==> config.mk <==
export PLATFORM = sky130hd
export DESIGN_NAME = cond_event_counter
export DESIGN_NICKNAME = d
export VERILOG_FILES = /design/src/rtl/cond_event_counter_pkg.sv /design/src/rtl/cond_event_counter_popcount.sv /design/src/rtl/cond_event_counter.sv
export SDC_FILE = /design/constraint.sdc
export NUM_CORES = 1
export LEC_CHECK = 0
export CELL_PAD_IN_SITES_DETAIL_PLACEMENT = 1
export CELL_PAD_IN_SITES_GLOBAL_PLACEMENT = 2
export CORE_ASPECT_RATIO = 1.25
export CORE_MARGIN = 8
export CORE_UTILIZATION = 30
export CTS_CLUSTER_SIZE = 12
export DETAILED_ROUTE_END_ITERATION = 10
export GPL_ROUTABILITY_DRIVEN = 0
export PLACE_DENSITY = 0.88
export SYNTH_ARGS = -nofsm -noshare
export SYNTH_HDL_FRONTEND = slang
export SYNTH_SLANG_ARGS = --single-unit
==> constraint.sdc <==
create_clock -name clk -period 3.7 [get_ports clk]
set_clock_uncertainty 0.15 [all_clocks]
set_input_delay 0.925 -clock clk [delete_from_list [all_inputs] [get_ports clk]]
set_output_delay 0.925 -clock clk [all_outputs]
set_load 0.01 [all_outputs]
Figure 1. Supply network (run 1).
Pins as bars on the die edge. Tap cells in gray.
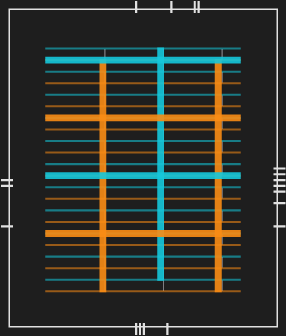
| color | net |
|---|---|
| cyan | VDD |
| orange | VSS |
signal pins: 18
met5 straps: 4
met1 rails: 22
met4 straps: 3
rows: 21
floorplan core area: 2630 um2
peak ir drop on the vdd network: 0.0000879 V
Die Height: 74.3 um
die outline width: 62.7 um

Figure 2. Track usage over the die (run 1).
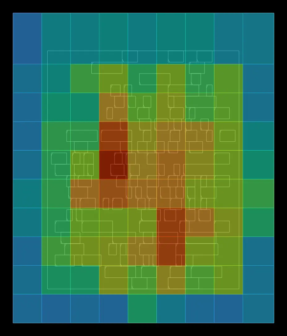
met2 track utilization from global routing: 22.2%
global routing's busiest layer: met2

Figure 3. Clock wires, drivers and flops (run 1).
The bar under the picture is 20 um long.
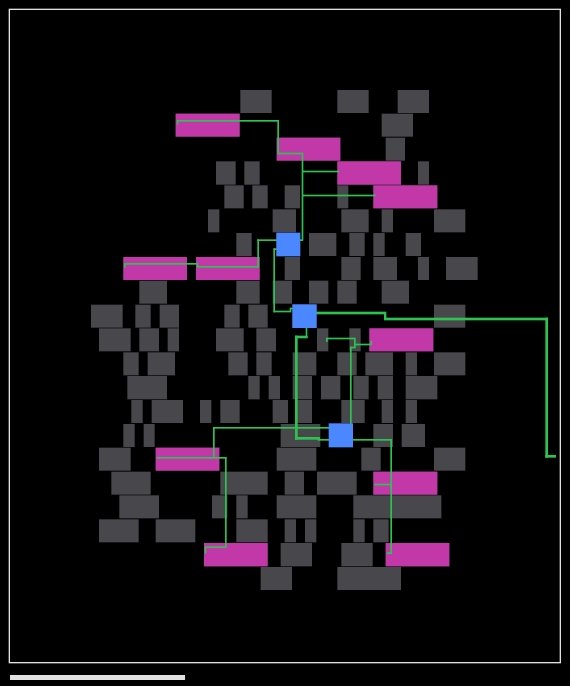
[magenta] flip-flops | count: 11
[blue] clock drivers | count: 3
[green] clock wires | length: 218 um
routed clock nets: 4
power dissipated in the clock network: 0.0885 mW
Clk pwr share: 33.5%

==> out/summary.rpt <==
========================================================================
Reported sequential group power                                 0.122 mW
Worst setup path class                                      primary input to register
Violation tally from detailed-route iteration zero                    19
Arrival time at the worst endpoint                               3.04 ns
TritonCTS clock tree                                               built
Latency at later pin                                             0.28 ns
Reg power frac                                                     46.3%
Number of nets still failing antenna checks after routing              0
Tally of yosys warning messages                                        0
Depth of the CTS H-tree                                                1
Peak Freq                                                        329 MHz
Final critical-path share of the clock period                      82.0%
Post-synthesis cell count                                             98
Routed len/inst                                                  16.5 um
Synth Area in Adders                                               16.2%
Switching power of the nets                                    0.0780 mW
Combinational fraction of design power                             20.2%
Master cell of the clock root buffer                        sky130_fd_sc_hd__clkbuf_4
Buffer depth of the longest clock path                                 2
Most frequent cells in the layout                           sky130_fd_sc_hd__clkdlybuf4s50_1 (17), sky130_fd_sc_hd__dfxtp_1 (11), sky130_fd_sc_hd__a21oi_1 (9), sky130_fd_sc_hd__ha_1 (9)
Wire length of the first global-routing pass                     4120 um
DRT Pass-1 Iters                                                       2
Total routing resource utilization after global routing            11.1%
Core Util at FP                                                    31.1%
Count of pins over their slew limit                                    0
Type of destination of the critical path                        register
Startpoint class of the critical path                       primary input
Net count of the mapped netlist                                      114
Power density relative to cell area                           255 nW/um2
Simple-gate share of the synthesized area                          24.8%
Sw Share                                                           29.5%
Residual DRC                                                           0
Leakage power summed over all cells                             0.394 nW
Post-Synth XOR/XNOR Area                                              0%
Largest net degree at the start of global routing                     18
Number of primary I/O pins                                            18
Routed via count divided by cell count                              5.49
Register-to-Register Path Depth                                        6
Syn avg cell area                                               8.34 um2
Multiplexer area fraction after synthesis                          1.23%
Path length in cells of the critical path                              9
CP Cell Sequence                                            clkdlybuf4s50_1 > inv_1 > ha_1 > ha_1 > fa_1 > and3_1 > and3_1 > a31oi_1 > o32ai_1
Clock buffer count from CTS                                            3
Number of hold buffers added after cts                                 0
Buffers plus inverters on the worst setup path                         2
Endpoint required time on the critical path                      3.71 ns
Cell family with the largest share of critical-path delay    adder cells
Total Die Area                                                  4660 um2
Final Routed Wirelength                                          2460 um
Post-CTS Repair Setup Buffers                                          0
Remaining max-slew budget at the tightest pin                      55.2%
Final Hold Fails                                                       0
Combinational logic power                                      0.0532 mW
Setup slack on the worst flop-to-flop path                       1.35 ns
Most common cell after layout, fill and taps aside          sky130_fd_sc_hd__clkdlybuf4s50_1
Internal power                                                  0.186 mW
Number of flip-flops under the largest register name                   8
Biggest consumer                                               registers
Seq/Total Area, Yosys                                              27.0%
Top area contributor share                                         27.0%
Ys flops                                                              11
Most area-consuming cells after synthesis                   sky130_fd_sc_hd__dfxtp_1 (27%), sky130_fd_sc_hd__ha_1 (14%), sky130_fd_sc_hd__a21oi_1 (5.5%)
Ratio of cells with drive above 1 in the final layout              4.35%
YS chip area                                                     817 um2
Via count                                                            818
Netlist area before placement                                    817 um2
Slowest Stage Delay on Critical Path                             0.48 ns
Remaining Overflow, GRT                                                0
Final critical delay including setup and external delays         3.04 ns
Final-stage net count                                                132
Number of global-route vias before repair                            860
Number of maximum-capacitance constraint violations                    0
Unrepaired setup endpoints after global routing                    false
Unique cell type count in the Yosys netlist                           32
Critical path fanouts, max                                             3
Worst hold path type                                        register to register
Slowest cell on the critical path                           sky130_fd_sc_hd__clkdlybuf4s50_1
End-of-flow core utilization                                       39.3%
Num rows                                                              21
Yosys stat cell total                                                 98
Initial antenna violation count                                        0
And-or/or-and share of the synthesized area                        24.3%
Post-detail-place hpwl                                           1920 um
Clock-pin slew on the worst setup and hold paths                 0.08 ns
Port Buffers                                                          17
Ant. Diodes                                                            0
Hold Path Cell Cnt                                                     2
Main combinational cell family by area after synthesis      simple AND/OR/NAND/NOR gates
Cell taking the most area after synthesis                   sky130_fd_sc_hd__dfxtp_1
Final TNS setup                                                     0 ns
Transition time of the tightest slew-check pin                  0.671 ns
Total number of clock tree sinks                                      11
Finish-stage setup viols                                               0
Count of tool warnings                                                31
Syn-to-layout area delta                                           26.5%
Run status                                                     completed
Cts repair resizes                                                     0
========================================================================
## run 1: cell type report
| cell class | count | area [um2] |
|---|---|---|
| Clock buffer | 4 | 26.3 |
| Fill cell | 339 | 1590 |
| Inverter | 8 | 30.0 |
| Multi-Input combinational cell | 75 | 544 |
| Sequential cell | 11 | 220 |
| Tap cell | 34 | 42.5 |
| Timing Repair Buffer | 17 | 170 |
## run 1: synth_stat cells (all sizes together)
| cell | number |
|---|---|
| o22a | 1 |
| o311ai | 2 |
| a2111oi | 2 |
| inv | 8 |
| nand4 | 2 |
| o32ai | 2 |
| ha | 9 |
| nor4 | 3 |
| buf | 1 |
| and4 | 1 |
| fa | 1 |
| o211ai | 1 |
| a31oi | 3 |
| dfxtp | 11 |
| nor2b | 2 |
| nor2 | 8 |
| nand2 | 5 |
| o21ai | 1 |
| and3 | 5 |
| clkbuf | 3 |
| mux2i | 1 |
| a21boi | 1 |
| nor3b | 1 |
| nor3 | 3 |
| nand3 | 4 |
| or2 | 2 |
| or4 | 2 |
| a21oi | 9 |
| o22ai | 2 |
| o2111ai | 1 |
| a21o | 1 |
## run 1: through the flow
| stage | power, mW | hold slack, ns | std cells | setup WS, ns | cell area (um2) |
|---|---|---|---|---|---|
| after detailed placement | 0.179 | 0.375 | 145 | 0.358 | 1010 |
| after floorplan | 0.160 | 0.365 | 98 | 1.00 | 817 |
| final | 0.264 | 0.379 | 149 | 0.664 | 1030 |
| after global routing | 0.279 | 0.421 | 149 | 0.550 | 1030 |
| after CTS | 0.266 | 0.386 | 149 | 0.657 | 1030 |
| after global placement | 0.177 | 0.353 | 145 | 0.451 | 1010 |
## run 1: routing by layer
layer  wire length [um]  GRT usage [%]  up-vias
met5                  0              0        -
met4                 27           4.31        0
met3                 99           3.31        4
met2               1330           22.2       12
met1               1000           10.3      400
li1                   -              -      402
No activity file was given, so power comes from the tool's default toggle rates.
